$ cat config.mk
export PLATFORM = sky130hd
export DESIGN_NAME = hazard_ctrl_unit
export DESIGN_NICKNAME = d
export VERILOG_FILES = /design/src/rtl/hazard_ctrl_unit.sv
export SDC_FILE = /design/constraint.sdc
export NUM_CORES = 1
export LEC_CHECK = 0
export CAP_MARGIN = 20
export CELL_PAD_IN_SITES_DETAIL_PLACEMENT = 0
export CELL_PAD_IN_SITES_GLOBAL_PLACEMENT = 1
export CORE_ASPECT_RATIO = 0.75
export CORE_UTILIZATION = 25
export CTS_BUF_LIST = sky130_fd_sc_hd__clkbuf_8 sky130_fd_sc_hd__clkbuf_16
export CTS_CLUSTER_SIZE = 12
export DETAILED_ROUTE_END_ITERATION = 10
export GPL_TIMING_DRIVEN = 0
export PLACE_DENSITY_LB_ADDON = 0.1
export SLEW_MARGIN = 10
export SYNTH_ARGS = -nofsm -noshare
export SYNTH_HDL_FRONTEND = slang
export SYNTH_SLANG_ARGS = --single-unit
$ cat constraint.sdc
create_clock -name clk -period 4 [get_ports clk]
set_input_delay 0.8 -clock clk [delete_from_list [all_inputs] [get_ports clk]]
set_output_delay 0.8 -clock clk [all_outputs]
set_load 0.005 [all_outputs]
$ cat src/rtl/hazard_ctrl_unit.sv
// hazard_ctrl_unit
//   Pipeline hazard controller for the 5-stage MIPS core. It detects load-use
//   hazards (ID against EX), taken branches resolved in MEM, and data-memory
//   wait states, then drives the stall/flush controls of the pipeline registers.
//   Control outputs are combinational from the registered state and the current
//   inputs, so the pipeline registers act on them at the same posedge.
//
// Parameters
//   LOAD_STALL_CYCLES  bubbles per load-use hazard (1..3)
//   MEM_TIMEOUT        consecutive dmem_busy cycles before mem_timeout_err sets (2..255)
//
// Optional feature
//   HAZARD_PERF_EN     when defined, perf_stall_cnt / perf_flush_cnt count stall
//                      cycles and taken-branch flushes; otherwise both are tied to 0.
//
// Ports
//   clk, rst                    clock (posedge), asynchronous active-high reset
//   id_rs, id_rt, id_uses_rt    source registers of the instruction in ID
//   ex_memread, ex_rt           load indication and destination of the instruction in EX
//   mem_branch, mem_zero        branch resolution in MEM
//   dmem_busy                   data memory not ready
//   *_write_en                  pipeline register / PC enables (hold when 0)
//   ifid_flush, idex_ctrl_flush, idex_beq_flush, exmem_flush, memwb_bubble
//                               pipeline register clears / bubbles
//   mem_timeout_err             sticky memory watchdog flag
//   perf_stall_cnt, perf_flush_cnt  performance counters
module hazard_ctrl_unit #(
  parameter int unsigned LOAD_STALL_CYCLES = 1,
  parameter int unsigned MEM_TIMEOUT       = 64
) (
  input  logic        clk,
  input  logic        rst,
  input  logic [4:0]  id_rs,
  input  logic [4:0]  id_rt,
  input  logic        id_uses_rt,
  input  logic        ex_memread,
  input  logic [4:0]  ex_rt,
  input  logic        mem_branch,
  input  logic        mem_zero,
  input  logic        dmem_busy,
  output logic        pc_write_en,
  output logic        ifid_write_en,
  output logic        ifid_flush,
  output logic        idex_write_en,
  output logic        idex_ctrl_flush,
  output logic        idex_beq_flush,
  output logic        exmem_write_en,
  output logic        exmem_flush,
  output logic        memwb_bubble,
  output logic        mem_timeout_err,
  output logic [31:0] perf_stall_cnt,
  output logic [31:0] perf_flush_cnt
);

  localparam int unsigned SCNT_W = 2;
  localparam int unsigned WCNT_W = 8;
  localparam logic [SCNT_W-1:0] SCNT_INIT   = SCNT_W'(LOAD_STALL_CYCLES - 1);
  localparam logic [WCNT_W-1:0] WCNT_LIMIT  = WCNT_W'(MEM_TIMEOUT - 1);
  localparam logic              MULTI_STALL = (LOAD_STALL_CYCLES > 1);

  typedef enum logic [1:0] {
    RUN     = 2'd0,
    LDSTALL = 2'd1,
    MEMWAIT = 2'd2
  } state_t;

  state_t              state, stateNext, effState;
  logic [SCNT_W-1:0]   scnt, scntNext;
  logic [WCNT_W-1:0]   wcnt, wcntNext;
  logic                errNext;
  logic                takenBranch;
  logic                loadUse;

  assign takenBranch = mem_branch & mem_zero;
  assign loadUse     = ex_memread & (ex_rt != 5'd0) &
                       ((ex_rt == id_rs) | (id_uses_rt & (ex_rt == id_rt)));

  // State, stall counter, watchdog and sticky error registers
  always_ff @(posedge clk or posedge rst) begin
    if (rst) begin
      state           <= RUN;
      scnt            <= '0;
      wcnt            <= '0;
      mem_timeout_err <= 1'b0;
    end else begin
      state           <= stateNext;
      scnt            <= scntNext;
      wcnt            <= wcntNext;
      mem_timeout_err <= errNext;
    end
  end

  // Next-state and control outputs
  always_comb begin
    // Leaving MEMWAIT resumes whatever the stall counter says was pending
    effState = state;
    if (state == MEMWAIT) effState = (scnt != '0) ? LDSTALL : RUN;

    stateNext       = effState;
    scntNext        = scnt;
    wcntNext        = '0;
    errNext         = mem_timeout_err;
    pc_write_en     = 1'b1;
    ifid_write_en   = 1'b1;
    ifid_flush      = 1'b0;
    idex_write_en   = 1'b1;
    idex_ctrl_flush = 1'b0;
    idex_beq_flush  = 1'b0;
    exmem_write_en  = 1'b1;
    exmem_flush     = 1'b0;
    memwb_bubble    = 1'b0;

    if (dmem_busy) begin
      // Freeze everything upstream of MEM; scnt is held for later
      pc_write_en    = 1'b0;
      ifid_write_en  = 1'b0;
      idex_write_en  = 1'b0;
      exmem_write_en = 1'b0;
      memwb_bubble   = 1'b1;
      stateNext      = MEMWAIT;
      wcntNext       = (wcnt == '1) ? wcnt : wcnt + WCNT_W'(1);
      if (wcnt >= WCNT_LIMIT) errNext = 1'b1;
    end else if (takenBranch) begin
      // Squash the three wrong-path instructions; cancels any pending stall
      ifid_flush     = 1'b1;
      idex_beq_flush = 1'b1;
      exmem_flush    = 1'b1;
      stateNext      = RUN;
      scntNext       = '0;
    end else if (effState == LDSTALL) begin
      pc_write_en     = 1'b0;
      ifid_write_en   = 1'b0;
      idex_ctrl_flush = 1'b1;
      scntNext        = scnt - SCNT_W'(1);
      stateNext       = (scnt <= SCNT_W'(1)) ? RUN : LDSTALL;
    end else if (loadUse) begin
      pc_write_en     = 1'b0;
      ifid_write_en   = 1'b0;
      idex_ctrl_flush = 1'b1;
      scntNext        = SCNT_INIT;
      stateNext       = MULTI_STALL ? LDSTALL : RUN;
    end

    // Hold every pipeline register quiet while reset is asserted
    if (rst) begin
      pc_write_en     = 1'b0;
      ifid_write_en   = 1'b0;
      ifid_flush      = 1'b0;
      idex_write_en   = 1'b0;
      idex_ctrl_flush = 1'b0;
      idex_beq_flush  = 1'b0;
      exmem_write_en  = 1'b0;
      exmem_flush     = 1'b0;
      memwb_bubble    = 1'b0;
    end
  end

`ifdef HAZARD_PERF_EN
  logic [31:0] stallCnt;
  logic [31:0] flushCnt;

  // Performance counters; both wrap naturally at 2^32
  always_ff @(posedge clk or posedge rst) begin
    if (rst) begin
      stallCnt <= 32'd0;
      flushCnt <= 32'd0;
    end else begin
      if (!pc_write_en) stallCnt <= stallCnt + 32'd1;
      if (ifid_flush)   flushCnt <= flushCnt + 32'd1;
    end
  end

  assign perf_stall_cnt = stallCnt;
  assign perf_flush_cnt = flushCnt;
`else
  assign perf_stall_cnt = 32'd0;
  assign perf_flush_cnt = 32'd0;
`endif

endmodule

==> run_1/registers.png <==
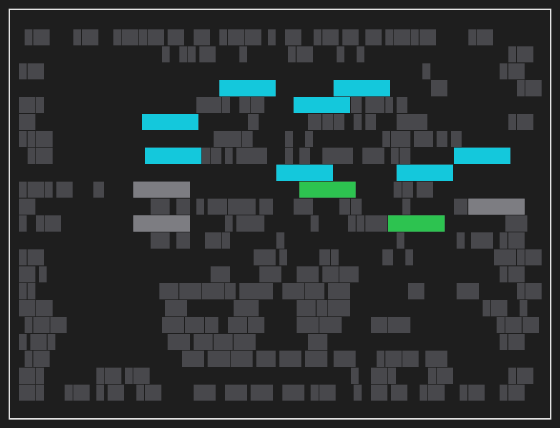
Key: state = green [sequential cells 2]; wcnt = cyan [sequential cells 8]
Another 3 sequential cells are not coloured.
register area: 325 um^2
Seq. pwr: 0.000161 W
final core occ: 40.1%
Seq area share: 16.1%

==> run_1/cell_classes.png <==
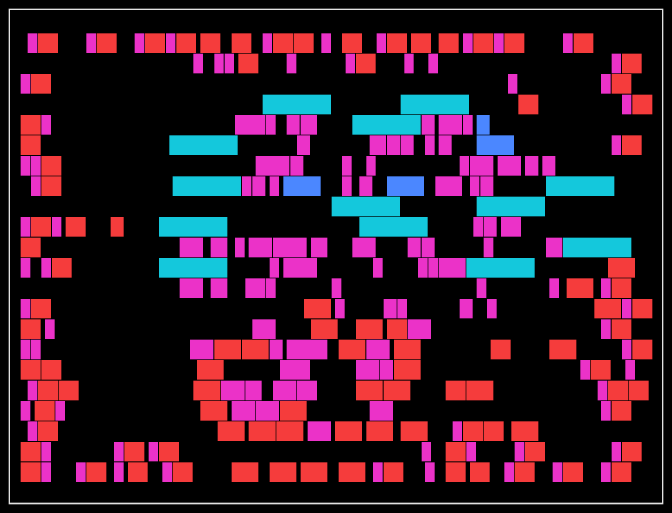
Key: all other logic = magenta [cells 143]; clock drivers and dummy loads = blue [cells 4]; flip-flops = cyan [cells 13]; other buffers and delay cells = red [cells 99]

==> run_1/gate_families.png <==
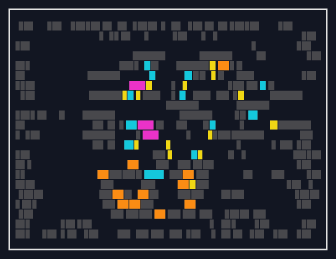
Key: inverting AOI/OAI gates = cyan [cells 12, most used a21oi_1]; adder and majority cells = magenta [cells 3, most used ha_1]; XOR/XNOR gates = orange [cells 11, most used xor2_1, where south]; NAND gates = yellow [cells 14, most used nand2_1]

==> run_1/final_clocks.png <==
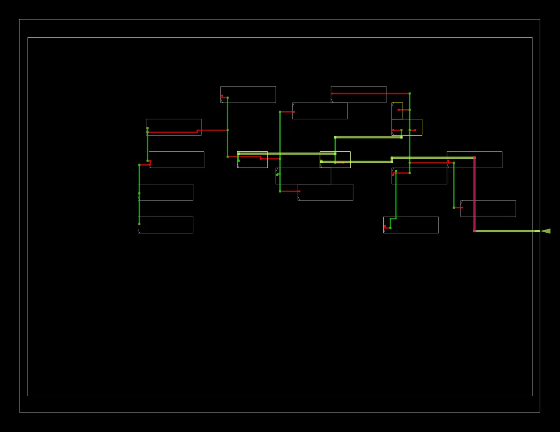
Sink Count: 13
Late-Pin Clk Latency: 0.24 ns
Worst Clk Skew: 0.00168 ns
Clk power: 0.000118 W
CTS Buf Count: 3

==> run 1: how the worst max path moves through the flow <==
stage	startpoint	end	slack [ns]
after floorplan	ex_rt[1]	pc_write_en	1.31
after global placement	ex_rt[1]	pc_write_en	0.18
after detailed placement	ex_rt[1]	pc_write_en	0.20
after CTS	ex_rt[1]	pc_write_en	0.19
after global routing	ex_rt[0]	pc_write_en	0.13
final	ex_rt[1]	pc_write_en	0.21
==> run 1: cell usage after synthesis, drive strengths merged, types with 2 or more instances <==
master,instances,share of area (%)
buf,69,38
dfrtp,13,24
nor2,10,2.8
nand2,9,2.5
nor3,9,3.7
xor2,6,3.9
a21oi,5,1.9
xnor2,5,3.2
inv,4,1.1
nand3,4,1.5
a21o,3,1.9
and3,3,1.5
ha,3,2.8
nor4,2,0.93
o21ai,2,0.74
o31ai,2,1.1
==> qor.yml, run 1 <==
outcome: "completed"
tightest_slew_ns: 0.544
cts_resized: 0
synthFlopType: "dfrtp_1"
diodes: 0
wl_met1_um: 1320
lay_top_count: "buf_4"
ys.flops: 13
antenna_found_initial: 0
cts_hold_buffers: 0
most-common-layout-cells: "buf_4 (68), conb_1 (64), clkdlybuf4s50_1 (30)"
core-area_um2: 5040
largest_reg_flops: 8
gp_congestion: 0.787
dpl_cell_area_um2: 1980
holdPathEnd: "mem_timeout_err$_DFFE_PP0P_"
relSlewSlack_pct: 63.7
worstHoldStart: "mem_timeout_err$_DFFE_PP0P_"
period_used_pct: 94.7
fin_cells: 331
wl_per_cell_um: 8.07
cp.arrival_ns: 2.99
clkbuf_count: 3
r2r_start: "wcnt[0]$_DFFE_PP0P_"
required_ns: 3.20
synth.comb.largest_family: "buffers and inverters"
drv_cap: 0
bufAreaShareNonClock_pct: 40.3
crit_top_cell: "clkdlybuf4s50_1"
simple_gate_share_pct: 16.0
--- run 2 (diff from run 1) ---
Settings changed: CELL_PAD_IN_SITES_DETAIL_PLACEMENT 0 to default, CELL_PAD_IN_SITES_GLOBAL_PLACEMENT 1 to default, CORE_UTILIZATION 25 to 38, PLACE_DENSITY from default to 0.87, PLACE_DENSITY_LB_ADDON 0.1 to default.
==> run_2/gate_families.png <==
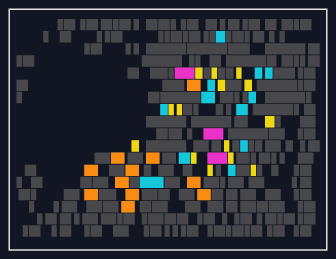
Key: XOR/XNOR gates = orange [cells 11, most used xor2_1]; inverting AOI/OAI gates = cyan [cells 12, most used a21oi_1]; NAND gates = yellow [cells 14, most used nand2_1]; adder and majority cells = magenta [cells 3, most used ha_1]
Layout Cells excl Fill: 299
logic share of the area: 36.6%

==> run_2/registers.png <==
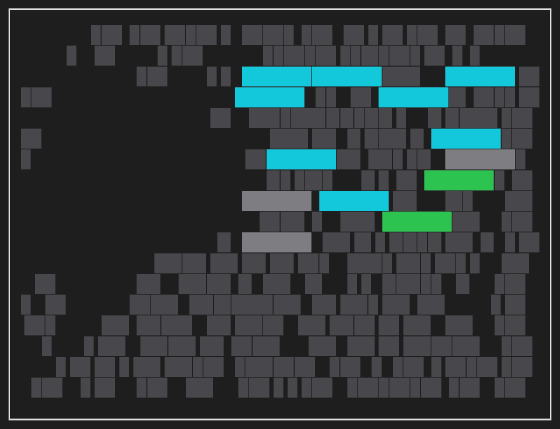
Key: state = green [sequential cells 2]; wcnt = cyan [sequential cells 8]
Another 3 sequential cells are not coloured.
final core occ: 59.4%
Seq area share: 16.4%

==> run_2/clock_map.png <==
The bar under the picture is 20 um long.
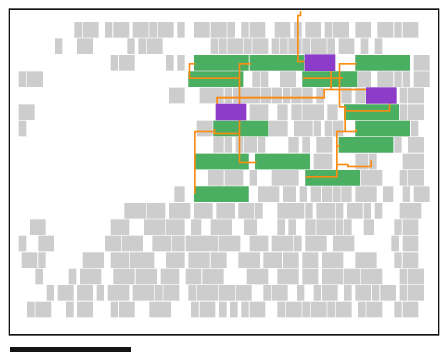
Key: clock wires = orange [length 153 um]; cells driving clock nets = purple [count 3]; flip-flops = green [count 13]
There are 4 routed clock nets.

==> run 2 against run 1 <==
- the flow now finishes with violations (design-rule violations)
- sequential power about the same
- maximum frequency decreased by 0.49%
- clock power down 4%
- final area shrank 2.0%
- clock skew grew 0.00090 ns
- highest routed layer is now met3
- power rose by 0.21%
- sequential cell count did not move
==> qor.yml, run 2 <==
gp_congestion: 0.815
violations: "design-rule violations"
cts_buffers: 3
crit_path_end: "pc_write_en"
drv_cap: 0
skew_ns: 0.00257
synthFlopType: "dfrtp_1"
holdPathEnd: "mem_timeout_err$_DFFE_PP0P_"
most-common-layout-cells: "buf_4 (68), conb_1 (64), clkdlybuf4s50_1 (30)"
required_ns: 3.20
outcome: "complete, but fails checks"
largest_reg_flops: 8
top_area_share_pct: 37.8
crit_top_cell: "clkdlybuf4s50_1"
cp.arrival_ns: 3.01
period_used_pct: 95.2
r2r_start: "wcnt[0]$_DFFE_PP0P_"
worstSetupStartpoint: "ex_rt[1]"
area_leaders: "buf_4 (38%), dfrtp_1 (24%), xor2_1 (3.9%)"
relSlewSlack_pct: 65.2
tightest_slew_ns: 0.522
worstHoldStart: "mem_timeout_err$_DFFE_PP0P_"
cts_hold_buffers: 0
diodes: 0
drc: 6
largest_area_cell: "buf_4"
wl_per_cell_um: 9.49
synth.comb.largest_family: "buffers and inverters"
top_cell: "buf_4"
clock-sinks: 13
yosys_warnings: 0
insertion_delay_ns: 0.24
grt.total_usage_pct: 15.6
dpl_cell_area_um2: 1940
## run 2: per-layer routing
metal / up-vias / wire, um
li1: 602 / -
met4: 0 / 0
met2: 25 / 1570
met5: - / 0
met1: 509 / 1160
met3: 0 / 107
## run 2: final cells by class
| class | count | area [um^2] |
|---|---|---|
| Multi-Input combinational cell | 138 | 726 |
| Fill cell | 306 | 1350 |
| Tap cell | 40 | 50.0 |
| Timing Repair Buffer | 30 | 300 |
| Clock buffer | 3 | 41.3 |
| Clock inverter | 1 | 3.75 |
| Sequential cell | 13 | 325 |
| Inverter | 5 | 18.8 |
| Buffer | 69 | 515 |
## run 2: power by group
group / internal (W) / total [W] / switching (W)
clock: 0.0000677 / 0.000113 / 0.0000456
combinational: 0.000114 / 0.000199 / 0.0000844
sequential: 0.000148 / 0.000161 / 0.0000133
--- run 3 (diff from run 2) ---
Settings changed: CTS_BUF_LIST sky130_fd_sc_hd__clkbuf_8 sky130_fd_sc_hd__clkbuf_16 to default.
==> run_3/final_clocks.png <==
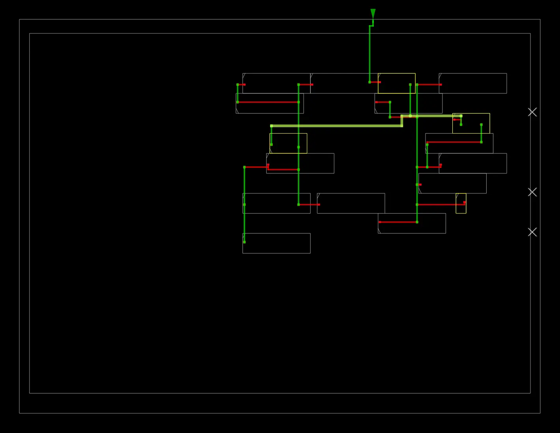
Worst Clk Skew: 0.00347 ns
Clk power: 0.000116 W

==> run_3/clock_map.png <==
The bar under the picture is 20 um long.
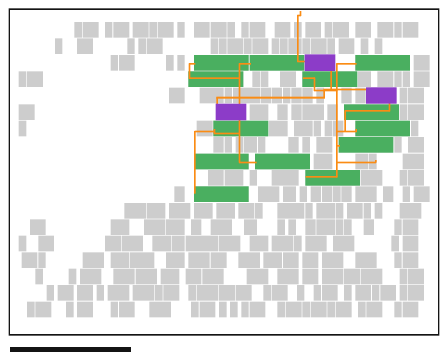
Key: cells driving clock nets = purple [count 3]; clock wires = orange [length 156 um]; flip-flops = green [count 13]
There are 4 routed clock nets.

==> run_3/gate_families.png <==
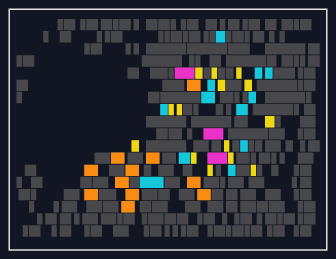
Key: inverting AOI/OAI gates = cyan [cells 12, most used a21oi_1]; NAND gates = yellow [cells 14, most used nand2_1]; adder and majority cells = magenta [cells 3, most used ha_1]; XOR/XNOR gates = orange [cells 11, most used xor2_1]

==> run 3 against run 2 <==
- the flow still finishes with violations (design-rule violations)
- utilization did not move
- die size did not move
- final cell count did not move
- worst setup slack barely moved
- sequential power barely moved
- power rose by 0.64%
- non-clock buffer count did not move
- global-route usage did not move
- synthesized cell count did not move
- worst hold slack improved by 0.00072 ns
- critical path type unchanged
- largest cell class unchanged
==> qor.yml, run 3 <==
core-area_um2: 3330
common_cells: "buf_4 (68), dfrtp_1 (13), nor2_1 (10), nand2_1 (9), nor3_1 (8)"
synthFlopType: "dfrtp_1"
violations: "design-rule violations"
diodes: 0
lay_top_count: "buf_4"
met2_length_um: 1580
cp.arrival_ns: 3.01
grt.total_usage_pct: 15.6
largest_reg_flops: 8
outcome: "complete, but fails checks"
drc: 6
dr_wl_met3_um: 110
routed.top_layer: "met3"
gp_congestion: 0.815
top_cell: "buf_4"
cts_resized: 0
antenna_found_initial: 0
worstHoldStart: "mem_timeout_err$_DFFE_PP0P_"
required_ns: 3.20
fillCellCount: 306
ys.flops: 13
holdPathEnd: "mem_timeout_err$_DFFE_PP0P_"
cts_buffers: 3
top_area_share_pct: 37.8
run 3: cell counts after synthesis:
No cell type changed its count.
run 3: layout make-up:
cell class,instances,area share [%]
plain buffers,69,26.0
well taps,40,2.53
inverters,5,0.948
repair buffers,30,15.2
flip-flops and latches,13,16.4
multi-input cells,138,36.6
clock buffers,4,2.27
run 3: critical path: stages:
cell and delay (ns):
clkdlybuf4s50_1 0.48, or4_4 0.56, o221ai_2 0.32, a31o_1 0.24, buf_4 0.12, clkdlybuf4s50_1 0.49
run 3: power by group:
part | internal, W | switching (W)
Sequential | 0.000148 | 0.0000133
Clock | 0.0000703 | 0.0000460
Combinational | 0.000114 | 0.0000844
Power and IR drop assume default switching activity.
